`config.mk`:
```
export PLATFORM = sky130hd
export DESIGN_NAME = hit_gen_lru
export DESIGN_NICKNAME = d
export VERILOG_FILES = /design/src/rtl/cache_pkg.sv /design/src/rtl/lru_table.sv /design/src/rtl/hit_gen_lru.sv
export SDC_FILE = /design/constraint.sdc
export NUM_CORES = 1
export LEC_CHECK = 0
export CAP_MARGIN = 20
export CORE_ASPECT_RATIO = 2
export CORE_UTILIZATION = 32
export DETAILED_ROUTE_END_ITERATION = 12
export PLACE_DENSITY = 0.76
export SLEW_MARGIN = 15
export SYNTH_ARGS = -nofsm -noshare
export SYNTH_HDL_FRONTEND = slang
export SYNTH_SLANG_ARGS = --single-unit
```
`constraint.sdc`:
```
create_clock -name clk -period 1.9 [get_ports clk]
set_input_delay 0.285 -clock clk [delete_from_list [all_inputs] [get_ports clk]]
set_output_delay 0.285 -clock clk [all_outputs]
set_load 0.02 [all_outputs]
```
`src/rtl/cache_pkg.sv`:
```
// Shared cache definitions: default geometry and one-hot way encodings.
package cache_pkg;
    localparam int DEF_INDEX_W = 8;
    localparam int DEF_TAG_W   = 20;

    typedef logic [1:0] way_t;

    localparam way_t WAY_NONE = 2'b00;
    localparam way_t WAY1     = 2'b01;
    localparam way_t WAY2     = 2'b10;
endpackage

```
`src/rtl/lru_table.sv`:
```
// Per-set LRU bits (1 = way 1 most recently used, so way 2 is the victim).
// Combinational read; hit and refill writes land on the rising edge, refill wins on a set collision.
module lru_table #(
    parameter int INDEX_W = 8
) (
    input  logic               clk,
    input  logic               rst,
    input  logic [INDEX_W-1:0] rd_index,
    output logic               rd_lru,
    input  logic               hit_we,
    input  logic [INDEX_W-1:0] hit_index,
    input  logic               hit_lru,
    input  logic               fill_we,
    input  logic [INDEX_W-1:0] fill_index,
    input  logic               fill_lru
);
    localparam int SETS = 1 << INDEX_W;

    logic [SETS-1:0] lru;

    assign rd_lru = lru[rd_index];

    always_ff @(posedge clk or posedge rst) begin
        if (rst) begin
            lru <= '0;
        end else begin
            if (hit_we && !(fill_we && (fill_index == hit_index))) begin
                lru[hit_index] <= hit_lru;
            end
            if (fill_we) begin
                lru[fill_index] <= fill_lru;
            end
        end
    end
endmodule

```
`src/rtl/hit_gen_lru.sv`:
```
// Two-way tag compare stage: one-hot hit, miss and victim one cycle after a request is accepted.
// Define HIT_GEN_LRU_EN for a per-set LRU table; otherwise a global refill toggle picks the victim.
module hit_gen_lru
    import cache_pkg::*;
#(
    parameter int INDEX_W = DEF_INDEX_W,
    parameter int TAG_W   = DEF_TAG_W
) (
    input  logic               clk,
    input  logic               rst,
    input  logic               req_valid,
    input  logic [INDEX_W-1:0] req_index,
    input  logic [TAG_W-1:0]   req_tag,
    input  logic               req_uncached,
    input  logic               stall,
    input  logic [TAG_W-1:0]   tag1,
    input  logic [TAG_W-1:0]   tag2,
    input  logic               v1,
    input  logic               v2,
    input  logic               refill_done,
    input  logic [INDEX_W-1:0] refill_index,
    input  way_t               refill_way,
    output way_t               hit,
    output logic               lookup_valid,
    output logic               miss,
    output way_t               victim,
    output logic               multihit_err
);
    logic               s_valid;
    logic               s_uncached;
    logic [INDEX_W-1:0] s_index;
    logic [TAG_W-1:0]   s_tag;

    always_ff @(posedge clk or posedge rst) begin
        if (rst) begin
            s_valid    <= 1'b0;
            s_uncached <= 1'b0;
            s_index    <= '0;
            s_tag      <= '0;
        end else if (!stall) begin
            s_valid    <= req_valid;
            s_uncached <= req_uncached;
            s_index    <= req_index;
            s_tag      <= req_tag;
        end
    end

    logic match1;
    logic match2;
    logic policy_way2;

    assign match1       = s_valid & ~s_uncached & v1 & (tag1 == s_tag);
    assign match2       = s_valid & ~s_uncached & v2 & (tag2 == s_tag);
    assign hit          = {match2, match1};
    assign lookup_valid = s_valid;
    assign miss         = s_valid & ~match1 & ~match2;
    assign multihit_err = match1 & match2;

    // Invalid ways are filled first; recency only matters when both are valid.
    always_comb begin
        victim = policy_way2 ? WAY2 : WAY1;
        if (!v1) begin
            victim = WAY1;
        end else if (!v2) begin
            victim = WAY2;
        end
    end

`ifdef HIT_GEN_LRU_EN
    logic hit_we;
    logic fill_we;

    // A double hit is an error, not a recency event.
    assign hit_we  = ~stall & (match1 ^ match2);
    assign fill_we = refill_done & (refill_way[0] ^ refill_way[1]);

    lru_table #(
        .INDEX_W(INDEX_W)
    ) u_lru_table (
        .clk        (clk),
        .rst        (rst),
        .rd_index   (s_index),
        .rd_lru     (policy_way2),
        .hit_we     (hit_we),
        .hit_index  (s_index),
        .hit_lru    (match1),
        .fill_we    (fill_we),
        .fill_index (refill_index),
        .fill_lru   (refill_way[0])
    );
`else
    logic toggle;
    logic unused_refill;

    always_ff @(posedge clk or posedge rst) begin
        if (rst) begin
            toggle <= 1'b0;
        end else if (refill_done) begin
            toggle <= ~toggle;
        end
    end

    assign policy_way2   = toggle;
    assign unused_refill = ^{refill_index, refill_way};
`endif
endmodule

```
==> summary.txt <==
Figures from the implementation reports.

- The non-clock buffer count in the final layout is approximately 87.
- The number of sequential storage elements reads 23.
- The least setup slack across all paths after layout is -0.5119 ns.
- The number of tap cells added at floorplan reads 52.
- The cell count along the critical path is 6.
- The floorplan core area reads 4046 um^2.
- The first detailed-routing pass ran for 4 iterations.
- The area of all sequential standard cells reads 575.6 um^2.
- The number of warnings in the stage logs reads 47.
- The worst reg2reg path endpoint reads s_tag[11].
- The remaining global-route overflow is 0.
- The highest-count logic cell in the final layout is sky130_fd_sc_hd__clkdlybuf4s50_1.
- According to the floorplan log, the row count is 33.
- The routed layout has approximately 1200 vias.
- The worst-case hold slack reads 0.3656 ns.
- Traced cell by cell, the critical path runs through xor2_1 -> nor4_2 -> nand4_1 -> or4_4 -> and3_4 -> buf_6.
- The detailed placer reported the number of placed instances as 246.
- In the final routed layout, each cell accounts on average for 14.87 um.
- In this run, distinct cell masters in the synthesized netlist total 15.
- Headroom to the max-slew limit came out at 0.7962.
- The setup violation total in the final timing report reads 4.
- After routing the design area is 2312 um^2.
- The post-layout period usage of the worst path reads 1.269.
- The global routing met2 resource utilization reads 0.3457.
- The checks that failed: setup timing.
- The fraction of power consumed by combinational cells reads 0.333.
- The estimated wirelength of the detail-placed design is ~3100 um.
- The max-cap check violation count is 0.
- After synthesis, the mean cell area works out to 11.87 um^2.
- Leaving out buffers and inverters, the combinational logic in the layout accounts for approximately 750 um^2.
- The horizontal die size reads 47.78 um.
- The inverter tally of the final layout excluding the clock network reads 5.
- The buffer_ports step reported a buffer count of 74.
- The worst setup path is captured at a primary output.
- The end-of-flow core utilization is 0.5714.
- The power drawn by the combinational cells reads between 0.0004 and 0.0005 W.
- The net count after synthesis is 199.
- The switching power summed over all nets is roughly 0.00036 W.
- The number of hold buffers added after cts reads 0.
- The power report attributes to the sequential group a share of 0.445.
- The worst stage delay on the critical path reads ~0.53 ns.
- After clock tree synthesis, the repair step resized 33 gates.
- The starting utilization of the core area reads 0.3315.
- The flow ran to the end, but the final reports show violations.
- The worst setup timing slack at the placement stage is -1.076 ns.
- The sequential share of the synthesized area is 0.4291.
- The dominant delay contributor by cell family on the critical path reads simple AND/OR/NAND/NOR gates.
- The cell-internal power reads 0.0009866 W.
- The share of total power in the clock network reads 0.222.
- The number of global-route vias before repair reads 1325.
- The area added between synthesis and finish is 72.39%.
- The length of routed wiring on met1 is about 1100 um.
- The cell area reported after detailed placement reads 2236 um^2.
- The post-layout instance count excluding filler cells reads between 200 and 300.
- The slowest library cell on the worst path reads sky130_fd_sc_hd__or4_4.
- The final layout contains routed wiring with a total length of 3748 um.
- The worst endpoint required time is 1.62 ns.
- The clock transition at the register clock pins on the worst setup and hold paths after CTS is 0.09 ns.
- TritonCTS built the clock tree.
- The final setup skew is 0 ns.
- Of the total standard cell area in the layout, the multi-input combinational portion is 0.3258.
- Sorting the synthesis cell report by count puts at the top sky130_fd_sc_hd__xnor2_1.
- The global routing usage on met3 reads 0.03089.
- The multi-input combinational gate total is ~81.
- In the detailed route, the total length drawn on met2 is between 2000 and 2500 um.
- In this run the vertical extent of the chip is 93.56 um.
- In this run, CTS created clock tree buffers numbering 3.
- The slack of the worst reg-to-reg path is 0.98 ns.
- After clock tree synthesis, the setup repair step added 2 buffers.
- The minimum clock period is 2.412 ns.
- The simple-gate portion of the synthesized area is 0.08209.
- The total of fill cells in the finished design reads 365.
- The count of unresolved DRC violations after routing is 0.
- For this run, asynchronously set or reset flops after synthesis account for 1.000.
- The synthesized area is 1341 um^2.
- The clock latency of the later-clocked register in the worst-skew pair reads 0.26 ns.
- The flow reports power dissipated in sequential cells as 0.000598 W.
- The Yosys chip area is between 1000 and 1500 um^2.
- The type of element launching the critical path is a flop.
- The most common flop cell mapped by yosys is sky130_fd_sc_hd__dfrtp_1.
- The global routing stage identified its most utilized layer as met2.
- The number of enable-type register cells in the synthesized netlist is 0.
- The flow reports an fmax of just over 0.4 GHz.
- In this run, power in the clock network comes to 0.000299 W.
- The routed design uses between 200 and 250 um of met3 wire.
- The CTS sink count reads 23.
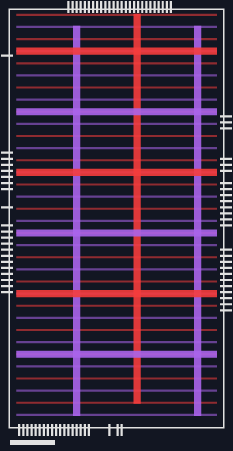
*Power grid*
The bar under the picture is 10 um long. Pins as bars on the die edge.
| color | net |
|---|---|
| purple | VSS |
| red | VDD |
signal pins: 93
met5 straps: 6
met4 straps: 3

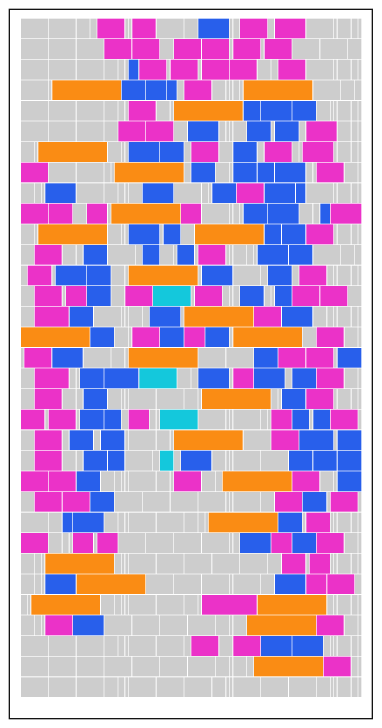
*Placement by cell class*
Fill, decap, tap and diode cells in gray.
| color | class | cells | share of their area |
|---|---|---|---|
| magenta | other buffers and delay cells | 87 | 38% |
| blue | combinational and other logic | 86 | 34% |
| cyan | clock drivers and dummy loads | 4 | 2.1% |
| orange | flops | 23 | 26% |

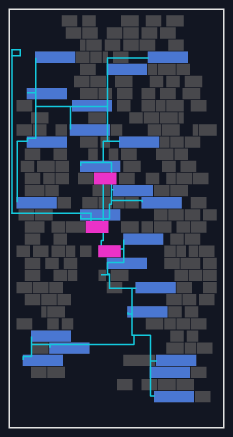
*Clock wires, drivers and flops*
[magenta] clock drivers | count: 3
[blue] flip-flops | count: 23
[cyan] clock wires | length: 302 um
routed clock nets: 4

Power and IR drop assume default switching activity.
